`config.mk`:
```
export PLATFORM = sky130hd
export DESIGN_NAME = sata_oob_device_flat
export DESIGN_NICKNAME = d
export VERILOG_FILES = /design/src/rtl/sata_oob_device_pkg.sv /design/src/rtl/sata_oob_device_if.sv /design/src/rtl/sata_oob_device_sync2.sv /design/src/rtl/sata_oob_device.sv /design/src/flat_wrapper.sv
export SDC_FILE = /design/constraint.sdc
export NUM_CORES = 1
export LEC_CHECK = 0
export CELL_PAD_IN_SITES_DETAIL_PLACEMENT = 1
export CELL_PAD_IN_SITES_GLOBAL_PLACEMENT = 1
export CORE_MARGIN = 2
export CORE_UTILIZATION = 46
export DETAILED_ROUTE_END_ITERATION = 6
export PLACE_DENSITY_LB_ADDON = 0.1
export SYNTH_ARGS = -nofsm -noshare
export SYNTH_HDL_FRONTEND = slang
export SYNTH_SLANG_ARGS = --single-unit
```
`constraint.sdc`:
```
create_clock -name i_clk -period 2.8 [get_ports i_clk]
set_input_delay 0.7 -clock i_clk [delete_from_list [all_inputs] [get_ports i_clk]]
set_output_delay 0.7 -clock i_clk [all_outputs]
set_load 0.1 [all_outputs]
```
`src/rtl/sata_oob_device_pkg.sv`:
```
// Shared types and timing defaults for the device-side SATA OOB responder.
package sata_oob_device_pkg;

    typedef enum logic [3:0] {
        S_IDLE      = 4'd0,
        S_WAIT_RST  = 4'd1,
        S_RST_END   = 4'd2,
        S_COMINIT   = 4'd3,
        S_WAIT_WAKE = 4'd4,
        S_WAKE_END  = 4'd5,
        S_COMWAKE   = 4'd6,
        S_WAIT_DATA = 4'd7,
        S_ALIGN     = 4'd8,
        S_BACKOFF   = 4'd9,
        S_LINKUP    = 4'd10
    } oob_state_t;

    localparam int QUIET_CYCLES_DEF  = 64;
    localparam int ALIGN_TIMEOUT_DEF = 1600000;
    localparam int RETRY_CYCLES_DEF  = 8192;
    localparam int LW_DEF            = 21;

    // A host COMRESET seen in any of these states restarts the handshake.
    function automatic logic past_rst_end(input oob_state_t s);
        return s inside {S_COMINIT, S_WAIT_WAKE, S_WAKE_END, S_COMWAKE,
                         S_WAIT_DATA, S_ALIGN, S_BACKOFF, S_LINKUP};
    endfunction

    function automatic logic tx_active(input oob_state_t s);
        return (s == S_ALIGN) || (s == S_LINKUP);
    endfunction

endpackage

```
`src/rtl/sata_oob_device_if.sv`:
```
// OOB signal bundle between the GTX/PHY side (master) and the OOB responder (slave).
interface sata_oob_device_if;

    logic i_phy_ready;
    logic i_rx_comreset;
    logic i_rx_comwake;
    logic i_rx_elecidle;
    logic i_rx_align;
    logic i_tx_comfinish;
    logic o_tx_cominit;
    logic o_tx_comwake;
    logic o_tx_elecidle;
    logic o_tx_align;
    logic o_link_up;
    logic o_err;

    modport master (
        output i_phy_ready, i_rx_comreset, i_rx_comwake, i_rx_elecidle,
               i_rx_align, i_tx_comfinish,
        input  o_tx_cominit, o_tx_comwake, o_tx_elecidle, o_tx_align,
               o_link_up, o_err
    );

    modport slave (
        input  i_phy_ready, i_rx_comreset, i_rx_comwake, i_rx_elecidle,
               i_rx_align, i_tx_comfinish,
        output o_tx_cominit, o_tx_comwake, o_tx_elecidle, o_tx_align,
               o_link_up, o_err
    );

endinterface

```
`src/rtl/sata_oob_device_sync2.sv`:
```
// Two-flop synchronizer for the asynchronous rx electrical-idle indication.
module sata_oob_device_sync2 (
    input  logic i_clk,
    input  logic i_reset,
    input  logic d,
    output logic q
);

    logic meta;

    // Resets to 1 so the line reads as idle until real samples arrive.
    always_ff @(posedge i_clk or posedge i_reset) begin
        if (i_reset) begin
            meta <= 1'b1;
            q    <= 1'b1;
        end else begin
            meta <= d;
            q    <= meta;
        end
    end

endmodule

```
`src/rtl/sata_oob_device.sv`:
```
// Device-side SATA OOB responder: answers host COMRESET with COMINIT,
// exchanges COMWAKE, then sends ALIGN until the host echoes it.
module sata_oob_device
    import sata_oob_device_pkg::*;
#(
    parameter int QUIET_CYCLES  = QUIET_CYCLES_DEF,
    parameter int ALIGN_TIMEOUT = ALIGN_TIMEOUT_DEF,
    parameter int RETRY_CYCLES  = RETRY_CYCLES_DEF,
    parameter int LW            = LW_DEF
) (
    input logic              i_clk,
    input logic              i_reset,
    sata_oob_device_if.slave bus
);

    localparam logic [LW-1:0] QUIET_LAST = LW'(QUIET_CYCLES - 1);
    localparam logic [LW-1:0] ALIGN_LAST = LW'(ALIGN_TIMEOUT - 1);
    localparam logic [LW-1:0] RETRY_LAST = LW'(RETRY_CYCLES - 1);

    oob_state_t    state, next_state;
    logic [LW-1:0] count, next_count;
    logic          rx_idle;
    logic          err_next;
    logic          tx_cominit_q, tx_comwake_q, tx_elecidle_q;
    logic          tx_align_q, link_up_q, err_q;

    sata_oob_device_sync2 u_sync (
        .i_clk   (i_clk),
        .i_reset (i_reset),
        .d       (bus.i_rx_elecidle),
        .q       (rx_idle)
    );

    always_ff @(posedge i_clk or posedge i_reset) begin
        if (i_reset) begin
            state <= S_IDLE;
            count <= '0;
        end else begin
            state <= next_state;
            count <= next_count;
        end
    end

    // Counter saturates; quiet states count consecutive idle cycles only.
    always_comb begin
        next_state = state;
        next_count = (&count) ? count : count + 1'b1;
        err_next   = 1'b0;
        case (state)
            S_IDLE:      if (bus.i_phy_ready)    next_state = S_WAIT_RST;
            S_WAIT_RST:  if (bus.i_rx_comreset)  next_state = S_RST_END;
            S_RST_END: begin
                if (!rx_idle)                    next_count = '0;
                else if (count == QUIET_LAST)    next_state = S_COMINIT;
            end
            S_COMINIT:   if (bus.i_tx_comfinish) next_state = S_WAIT_WAKE;
            S_WAIT_WAKE: if (bus.i_rx_comwake)   next_state = S_WAKE_END;
            S_WAKE_END: begin
                if (!rx_idle)                    next_count = '0;
                else if (count == QUIET_LAST)    next_state = S_COMWAKE;
            end
            S_COMWAKE:   if (bus.i_tx_comfinish) next_state = S_WAIT_DATA;
            S_WAIT_DATA: if (!rx_idle)           next_state = S_ALIGN;
            S_ALIGN: begin
                if (bus.i_rx_align) begin
                    next_state = S_LINKUP;
                end else if (count == ALIGN_LAST) begin
                    next_state = S_BACKOFF;
                    err_next   = 1'b1;
                end
            end
            S_BACKOFF:   if (count == RETRY_LAST) next_state = S_WAIT_RST;
            S_LINKUP:    next_state = S_LINKUP;
            default:     next_state = S_IDLE;
        endcase

        if (bus.i_rx_comreset && past_rst_end(state)) begin
            next_state = S_RST_END;
            next_count = '0;
            err_next   = 1'b0;
        end
        if (!bus.i_phy_ready) begin
            next_state = S_IDLE;
            next_count = '0;
            err_next   = 1'b0;
        end
        if (next_state != state) next_count = '0;
    end

    // Outputs follow the next state so requests pulse on the first cycle in state.
    always_ff @(posedge i_clk or posedge i_reset) begin
        if (i_reset) begin
            tx_cominit_q  <= 1'b0;
            tx_comwake_q  <= 1'b0;
            tx_elecidle_q <= 1'b1;
            tx_align_q    <= 1'b0;
            link_up_q     <= 1'b0;
            err_q         <= 1'b0;
        end else begin
            tx_cominit_q  <= (next_state == S_COMINIT) && (state != S_COMINIT);
            tx_comwake_q  <= (next_state == S_COMWAKE) && (state != S_COMWAKE);
            tx_elecidle_q <= !tx_active(next_state);
            tx_align_q    <= tx_active(next_state);
            link_up_q     <= (next_state == S_LINKUP);
            err_q         <= err_next;
        end
    end

    assign bus.o_tx_cominit  = tx_cominit_q;
    assign bus.o_tx_comwake  = tx_comwake_q;
    assign bus.o_tx_elecidle = tx_elecidle_q;
    assign bus.o_tx_align    = tx_align_q;
    assign bus.o_link_up     = link_up_q;
    assign bus.o_err         = err_q;

endmodule
```
`src/flat_wrapper.sv`:
```
// flat-port wrapper written by rule: the top's interface ports become plain ports
module sata_oob_device_flat import sata_oob_device_pkg::*;
#(
    parameter int QUIET_CYCLES  = QUIET_CYCLES_DEF,
    parameter int ALIGN_TIMEOUT = ALIGN_TIMEOUT_DEF,
    parameter int RETRY_CYCLES  = RETRY_CYCLES_DEF,
    parameter int LW            = LW_DEF
)
  (i_clk, i_reset, bus_i_phy_ready, bus_i_rx_comreset, bus_i_rx_comwake, bus_i_rx_elecidle, bus_i_rx_align, bus_i_tx_comfinish, bus_o_tx_cominit, bus_o_tx_comwake, bus_o_tx_elecidle, bus_o_tx_align, bus_o_link_up, bus_o_err);
  sata_oob_device_if bus_i ();
  input logic i_clk;
  input logic i_reset;
  input wire logic [$bits(bus_i.i_phy_ready)-1:0] bus_i_phy_ready;
  input wire logic [$bits(bus_i.i_rx_comreset)-1:0] bus_i_rx_comreset;
  input wire logic [$bits(bus_i.i_rx_comwake)-1:0] bus_i_rx_comwake;
  input wire logic [$bits(bus_i.i_rx_elecidle)-1:0] bus_i_rx_elecidle;
  input wire logic [$bits(bus_i.i_rx_align)-1:0] bus_i_rx_align;
  input wire logic [$bits(bus_i.i_tx_comfinish)-1:0] bus_i_tx_comfinish;
  output wire logic [$bits(bus_i.o_tx_cominit)-1:0] bus_o_tx_cominit;
  output wire logic [$bits(bus_i.o_tx_comwake)-1:0] bus_o_tx_comwake;
  output wire logic [$bits(bus_i.o_tx_elecidle)-1:0] bus_o_tx_elecidle;
  output wire logic [$bits(bus_i.o_tx_align)-1:0] bus_o_tx_align;
  output wire logic [$bits(bus_i.o_link_up)-1:0] bus_o_link_up;
  output wire logic [$bits(bus_i.o_err)-1:0] bus_o_err;
  assign bus_i.i_phy_ready = bus_i_phy_ready;
  assign bus_i.i_rx_comreset = bus_i_rx_comreset;
  assign bus_i.i_rx_comwake = bus_i_rx_comwake;
  assign bus_i.i_rx_elecidle = bus_i_rx_elecidle;
  assign bus_i.i_rx_align = bus_i_rx_align;
  assign bus_i.i_tx_comfinish = bus_i_tx_comfinish;
  assign bus_o_tx_cominit = bus_i.o_tx_cominit;
  assign bus_o_tx_comwake = bus_i.o_tx_comwake;
  assign bus_o_tx_elecidle = bus_i.o_tx_elecidle;
  assign bus_o_tx_align = bus_i.o_tx_align;
  assign bus_o_link_up = bus_i.o_link_up;
  assign bus_o_err = bus_i.o_err;
  sata_oob_device #(.QUIET_CYCLES(QUIET_CYCLES), .ALIGN_TIMEOUT(ALIGN_TIMEOUT), .RETRY_CYCLES(RETRY_CYCLES), .LW(LW)) u_core (.i_clk(i_clk), .i_reset(i_reset), .bus(bus_i));
endmodule
```
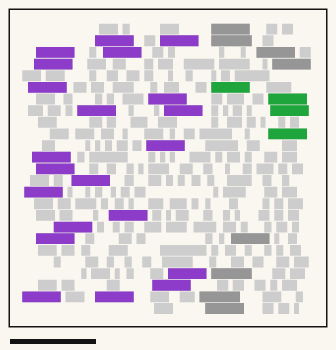
*Where the registers sit*
The bar under the picture is 20 um long. Other sequential cells in the stronger gray, the rest of the logic in the fainter gray.
Green stands for u_core.state, sequential cells 4. Purple stands for u_core.count, sequential cells 21.
Another 8 sequential cells are not colored.
area of all sequential standard cells: 830 sq um
reported sequential group power: 565 uW
proportion of cell area occupied by registers: 31.2%
final cell utilization of the core: 56.4%

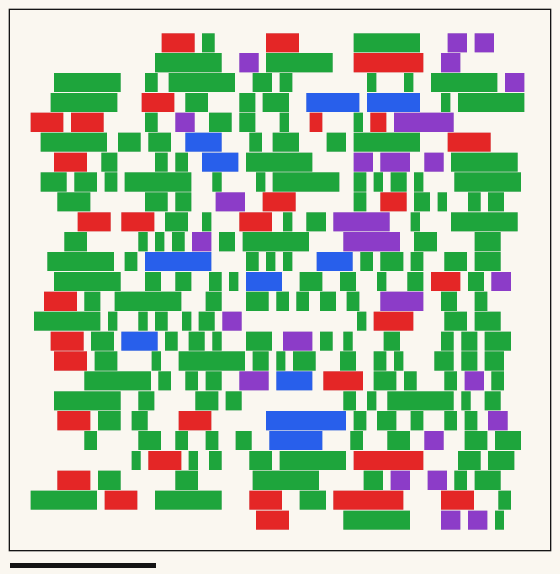
*Cell sizes after repair*
The bar under the picture is 20 um long.
Red stands for x2, cells 31, share 12%, most used nor4_2. Blue stands for x6 and larger, cells 11, share 4.4%, most used clkbuf_8. Green stands for x1 and smaller, cells 183, share 73%, most used dfrtp_1. Purple stands for x3 and x4, cells 26, share 10%, most used buf_4.
post-route worst setup slack: 68.6 ps
fin area: 0.00266 sq mm
Buffers excl. clock: 29

==> out/metrics.json <==
{
  "run_status": "completed",
  "timing_worst_setup_path_type": "flip-flop to flip-flop",
  "yosys-stat-area_sq_mm": 0.00224,
  "leakage_uw": 0.000994,
  "synthFlopType": "sky130_fd_sc_hd__dfrtp_1",
  "worst_setup_path_start_kind": "flip-flop",
  "grt_start_max_net_pins": 34,
  "tool_warnings": 26,
  "yosysMostFrequentCell": "sky130_fd_sc_hd__dfrtp_1",
  "cts-root-to-sink-buffers": 2,
  "clk_pin_slew_ps": 70,
  "min_path_type": "flip-flop to flip-flop",
  "drt-pass1-iter-count": 4,
  "portbufs": 13,
  "die_height_um": 73.8,
  "final_period_minus_worst_setup_slack_ps": 2730,
  "report.final.hold_viol_count": 0,
  "post-cts-setup-buffer-count": 0,
  "setup_viol": 0,
  "place_congestion": 0.830,
  "finalSetupTns_ps": 0,
  "max_clock_freq_mhz": 366,
  "cts_hold_buffers": 0,
  "synth_area_sq_mm": 0.00224,
  "overall_chip_area_sq_mm": 0.00545,
  "finalPower_uw": 1670,
  "via_count": 1914,
  "num-nets-final": 259,
  "dr.first_iter.drc_count": 72,
  "synth_cells": 230,
  "report.final.slew_viol_count": 0,
  "grt_first_pass_wirelength_mm": 10.4,
  "avgViaCountPerCell": 6.02,
  "top_cells_by_count": "30 x sky130_fd_sc_hd__dfrtp_1, 21 x sky130_fd_sc_hd__nor4_2, 16 x sky130_fd_sc_hd__xnor2_1, 15 x sky130_fd_sc_hd__nand3_1, 15 x sky130_fd_sc_hd__nor3_1",
  "flop-count": 33,
  "netlist.top_cell.by_area": "sky130_fd_sc_hd__dfrtp_1"
}
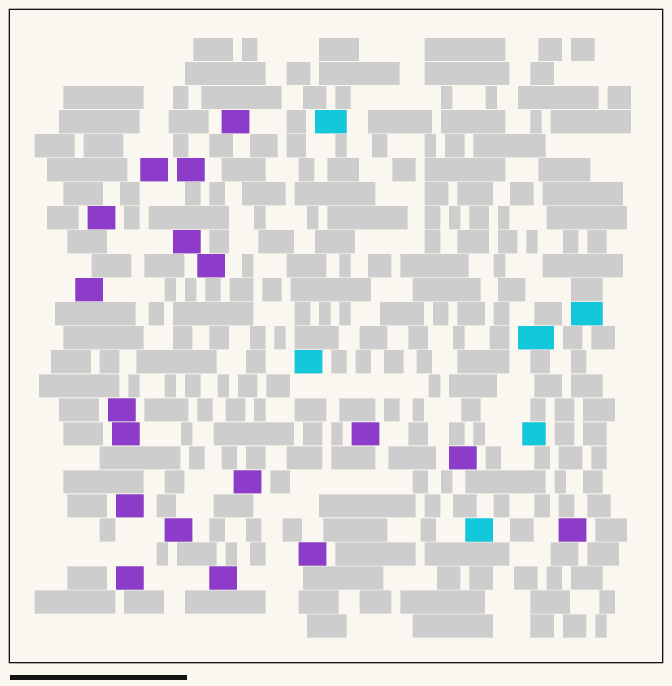
*Gate families picked out*
The bar under the picture is 20 um long.
Purple stands for xor and xnor cells, cells 18, most used xnor2_1. Cyan stands for non-inverting ao/oa cells, cells 6, most used a41o_1.
number of standard cells in the final layout excluding fillers: 318
most frequent logic cell in the layout: sky130_fd_sc_hd__dfrtp_1
combinational share of cell area: 49.0%

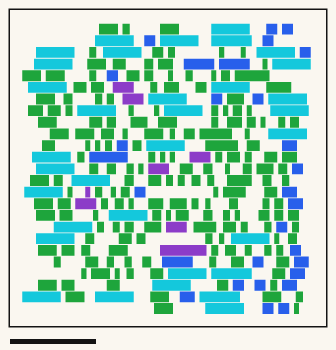
*Cells colored by class*
The bar under the picture is 20 um long.
Purple stands for clock drivers and dummy loads, cells 8, share of their area 4.5%. Blue stands for remaining buffers and delay cells, cells 29, share of their area 11%. Cyan stands for registers, cells 33, share of their area 32%. Green stands for remaining logic cells, cells 181, share of their area 52%.
core region area: 0.00472 sq mm
cell row count: 25

report_power, final:
group | total [uW] | switching, uW | internal, uW | leakage, uW
logic | 636 | 383 | 254 | 0.000488
registers | 565 | 62.1 | 503 | 0.000447
clock network | 470 | 180 | 290 | 0.0000585
total | 1670 | 624 | 1050 | 0.000994
metal layers:
metal	wire, um	vias to the layer above	track usage, %
li1	-	900	-
met1	2770	991	29.3
met4	54	0	6.87
met2	3390	18	46.8
met3	122	5	3.70
met5	0	-	0
worst max-delay path, cell delays in order, from the launching register on:
cell	delay [ps]
sky130_fd_sc_hd__dfstp_2	590
sky130_fd_sc_hd__or4b_1	450
sky130_fd_sc_hd__or4_4	490
sky130_fd_sc_hd__nor4_4	310
sky130_fd_sc_hd__o221ai_2	190
sky130_fd_sc_hd__mux2i_4	290
sky130_fd_sc_hd__clkbuf_16	240
sky130_fd_sc_hd__nor4_2	60
state kept, by name, summed over array words and instances, names as in the netlist:
register                  cells
u_core.u_sync.q               1
u_core.bus.o_tx_elecidle      1
u_core.bus.o_err              1
u_core.count                 21
u_core.bus.o_tx_comwake       1
u_core.state                  4
u_core.bus.o_tx_cominit       1
u_core.bus.o_tx_align         1
u_core.bus.o_link_up          1
u_core.u_sync.meta            1
kinds of logic (layout without fill, tap and decap cells):
group,Yosys count,count (layout),synth area share (%)
buffers and inverters,26,47,6.64
multiplexers,3,3,1.34
AND/OR/NAND/NOR,120,120,38.0
adder cells (fa/ha/maj),1,1,0.558
flip-flops,33,33,37.0
AND-OR/OR-AND,29,29,9.48
XOR/XNOR,18,18,7.03
Power and IR drop assume default switching activity.
